$ cat src/rtl/serial_divider_8bit.sv
// rtl/serial_divider_8bit.sv - multi-cycle restoring divider, one shift-subtract step per clock
// Optional SIGNED_DIV_EN adds a Signed input for two's-complement operands.
module serial_divider_8bit #(
   parameter int WIDTH = 8,
   parameter int CNT_W = 4
) (
   input  logic             clk,
   input  logic             rst_n,
   input  logic             start,
`ifdef SIGNED_DIV_EN
   input  logic             Signed,
`endif
   input  logic [WIDTH-1:0] Dividend,
   input  logic [WIDTH-1:0] Divisor,
   output logic [WIDTH-1:0] Quotient,
   output logic [WIDTH-1:0] Remainder,
   output logic             busy,
   output logic             done,
   output logic             div_by_zero
);

   localparam logic [1:0] S_IDLE = 2'd0;
   localparam logic [1:0] S_RUN  = 2'd1;
   localparam logic [1:0] S_DONE = 2'd2;

   logic [1:0]       state;
   logic [CNT_W-1:0] cnt;
   logic [WIDTH-1:0] q_r;
   logic [WIDTH-1:0] rem_r;
   logic [WIDTH-1:0] dsr_r;
   logic             neg_q;
   logic             neg_r;

   logic             sn_n;
   logic             sn_d;
   logic [WIDTH-1:0] mag_n;
   logic [WIDTH-1:0] mag_d;

`ifdef SIGNED_DIV_EN
   assign sn_n = Signed & Dividend[WIDTH-1];
   assign sn_d = Signed & Divisor[WIDTH-1];
`else
   assign sn_n = 1'b0;
   assign sn_d = 1'b0;
`endif

   // Magnitudes are divided unsigned; the most-negative value maps onto itself as an unsigned magnitude.
   assign mag_n = sn_n ? -Dividend : Dividend;
   assign mag_d = sn_d ? -Divisor  : Divisor;

   logic [WIDTH:0]   rem_sh;
   logic [WIDTH+1:0] trial;
   logic             keep;
   logic [WIDTH-1:0] rem_nx;
   logic [WIDTH-1:0] q_nx;
   logic [WIDTH-1:0] q_fin;
   logic [WIDTH-1:0] r_fin;
   logic             unused_trial_msb;

   // Trial subtraction as an adder with inverted divisor and carry-in 1; carry-out set means non-negative.
   assign rem_sh = {rem_r, q_r[WIDTH-1]};
   assign trial  = {1'b0, rem_sh} + {1'b0, ~{1'b0, dsr_r}} + (WIDTH+2)'(1);
   assign keep   = trial[WIDTH+1];
   assign unused_trial_msb = trial[WIDTH];
   assign rem_nx = keep ? trial[WIDTH-1:0] : rem_sh[WIDTH-1:0];
   assign q_nx   = {q_r[WIDTH-2:0], keep};
   assign q_fin  = neg_q ? -q_nx : q_nx;
   assign r_fin  = neg_r ? -rem_nx : rem_nx;

   assign busy = (state == S_RUN);
   assign done = (state == S_DONE);

   always_ff @(posedge clk or negedge rst_n) begin
      if (!rst_n) begin
         state       <= S_IDLE;
         cnt         <= '0;
         q_r         <= '0;
         rem_r       <= '0;
         dsr_r       <= '0;
         neg_q       <= 1'b0;
         neg_r       <= 1'b0;
         Quotient    <= '0;
         Remainder   <= '0;
         div_by_zero <= 1'b0;
      end else begin
         case (state)
            S_IDLE, S_DONE: begin
               if (start) begin
                  dsr_r       <= mag_d;
                  q_r         <= mag_n;
                  rem_r       <= '0;
                  cnt         <= CNT_W'(WIDTH);
                  neg_q       <= sn_n ^ sn_d;
                  neg_r       <= sn_n;
                  div_by_zero <= (Divisor == '0);
                  if (Divisor == '0) begin
                     Quotient  <= '1;
                     Remainder <= Dividend;
                     state     <= S_DONE;
                  end else begin
                     state     <= S_RUN;
                  end
               end else begin
                  state <= S_IDLE;
               end
            end
            S_RUN: begin
               rem_r <= rem_nx;
               q_r   <= q_nx;
               cnt   <= cnt - CNT_W'(1);
               if (cnt == CNT_W'(1)) begin
                  Quotient  <= q_fin;
                  Remainder <= r_fin;
                  state     <= S_DONE;
               end
            end
            default: state <= S_IDLE;
         endcase
      end
   end

endmodule

$ cat config.mk
export PLATFORM = sky130hd
export DESIGN_NAME = serial_divider_8bit
export DESIGN_NICKNAME = d
export VERILOG_FILES = /design/src/rtl/serial_divider_8bit.sv
export SDC_FILE = /design/constraint.sdc
export NUM_CORES = 1
export LEC_CHECK = 0
export ABC_AREA = 1
export CORE_ASPECT_RATIO = 0.9
export CORE_MARGIN = 3
export CORE_UTILIZATION = 58
export DETAILED_ROUTE_END_ITERATION = 10
export GPL_TIMING_DRIVEN = 0
export PLACE_DENSITY = 0.84
export SETUP_SLACK_MARGIN = 0.4
export SYNTH_ARGS = -nofsm -noshare
export SYNTH_HDL_FRONTEND = slang
export SYNTH_SLANG_ARGS = --single-unit
$ cat constraint.sdc
create_clock -name clk -period 4.3 [get_ports clk]
set_clock_uncertainty 0.1 [all_clocks]
set_input_delay 0.86 -clock clk [delete_from_list [all_inputs] [get_ports clk]]
set_output_delay 0.86 -clock clk [all_outputs]
set_load 0.005 [all_outputs]
Fig. 1: the metal 3 layer
The bar under the picture is 20 um long. Cells faint in the background.
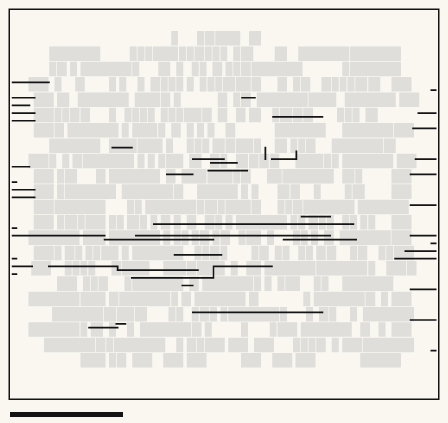
nets with wire on the layer: 43
share of all routed wire: 6.2%
longest straight run: 35.4 um

Fig. 2: sequential cells colored by netlist name
Other sequential cells in the stronger gray, the rest of the logic in the fainter gray.
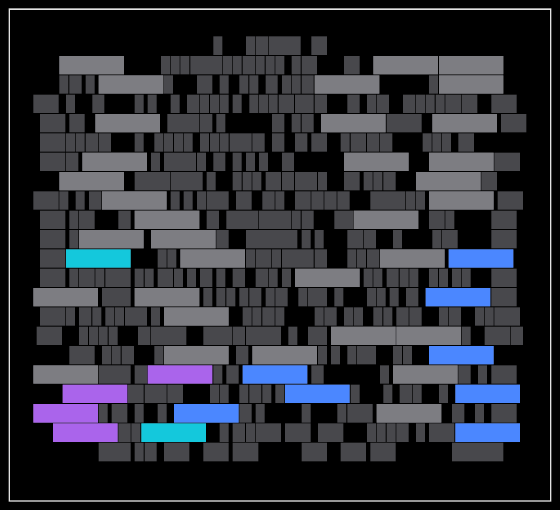
| name in the netlist | color | sequential cells |
|---|---|---|
| Quotient | blue | 8 |
| state | cyan | 2 |
| cnt | purple | 4 |
final core utilization: 74.26%
seq pwr: 0.800 mW

==> Flow_metrics.wiki <==
== Flow metrics ==
{| class="wikitable"
! Metric !! Value
|-
| Largest Pwr Group || combinational logic
|-
| End point of the critical path || busy
|-
| Fraction of area in registers || a little under two fifths
|-
| Parity-gate share of the synthesized area counting xor and xnor cells || 1.372%
|-
| MI comb area || approximately 1100 um^2
|-
| Layout cell share with drive strength beyond 1 || approximately 5.3%
|-
| Cell count after synthesis || roughly 330
|-
| DRC violations left || 0
|-
| Final global-route overflow total || 0
|-
| Library cells used by synthesis || 28
|-
| Final number of hold-violating endpoints || 0
|-
| #FFs+latches synth || ~47
|-
| Ranking of synthesized cells by instance count || sky130_fd_sc_hd__nand2_1 (74), sky130_fd_sc_hd__inv_1 (51), sky130_fd_sc_hd__dfrtp_1 (47), sky130_fd_sc_hd__nor2_1 (31), sky130_fd_sc_hd__nand3_1 (29)
|-
| Worst Path Required || approximately 3.3 ns
|-
| Post-CTS clock slew at the launch and capture registers of the worst setup and hold paths || 0.08 ns
|-
| # H-tree levels || 2
|-
| Combinational fraction of the cell area || 36.64%
|-
| Area of the placeable core || ~4200 um^2
|-
| Met2 routed wirelength || approximately 2700 um
|-
| First-iteration detailed-routing DRC count || around 200
|-
| Post-synthesis adder-cell area fraction || under 10%
|-
| Met3 GRT Util || 6.104%
|-
| Register area share after synthesis || 46.06%
|-
| Library cell occupying the most area in the post-synthesis netlist || sky130_fd_sc_hd__dfrtp_1
|-
| Critical Path Slowest Stage Cell || sky130_fd_sc_hd__clkdlybuf4s50_1
|-
| Maximum root-to-sink buffer count || 2
|-
| Clock group share of total power || under 10%
|-
| Main kind of combinational logic by area || simple AND/OR/NAND/NOR gates
|-
| Run status || finished clean
|-
| Vias per std cell || 5.241
|-
| Dominant register cell || sky130_fd_sc_hd__dfrtp_1
|-
| Transition time of the tightest slew-check pin || between 0.5 and 0.6 ns
|-
| Proportion of netlist area held by the largest area contributor || 46.06%
|-
| Final worst path period need || between 2 and 3 ns
|-
| Setup slack of the critical path after layout || between 1 and 1.5 ns
|-
| Cell area after synthesis || approximately 2600 um^2
|-
| CP delay by family, top || buffers and inverters
|-
| Number of port buffers || 37
|-
| Multiplexer fraction of the synthesized cell area || 0%
|-
| Worst reg-to-reg path cell count || 11
|-
| Net count of the mapped netlist || 361
|-
| Data arrival time at the worst-slack endpoint || roughly 2.0 ns
|-
| Area overhead of the layout relative to synthesis || 20.87%
|-
| Number of enable flip-flop cells || 0
|-
| Detailed placer's ending HPWL || 4416 um
|-
| Floorplan utilization || about three fifths
|-
| Tap cell count || 60
|-
| Met3 Routed Length || between 300 and 400 um
|-
| Iteration tally of the first detailed-router pass || 4
|-
| Maximum net fanout on the critical path || 10
|}
Fig. 3: signal wires on met1
The bar under the picture is 20 um long. Cells faint in the background.
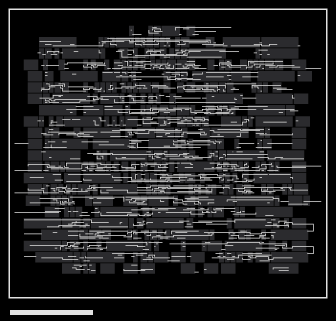
longest straight run: 17.0 um
main direction: horizontal
share of all routed wire: 44%
wire length on this layer: 2,450 um
DRT Wirelength: 5577 um
routed via count: 2,280
met1 usage in global routing: 28.62%

Fig. 4: the metal 2 layer
Cells faint in the background.
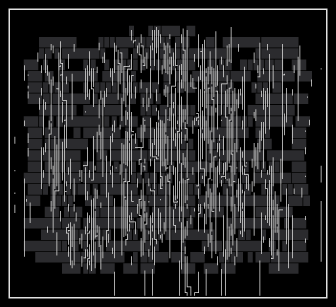
nets with wire on the layer: 332
wire length on this layer: 2,690 um
main direction: vertical
longest straight run: 33.1 um

Power is estimated from default activity; no workload was simulated.
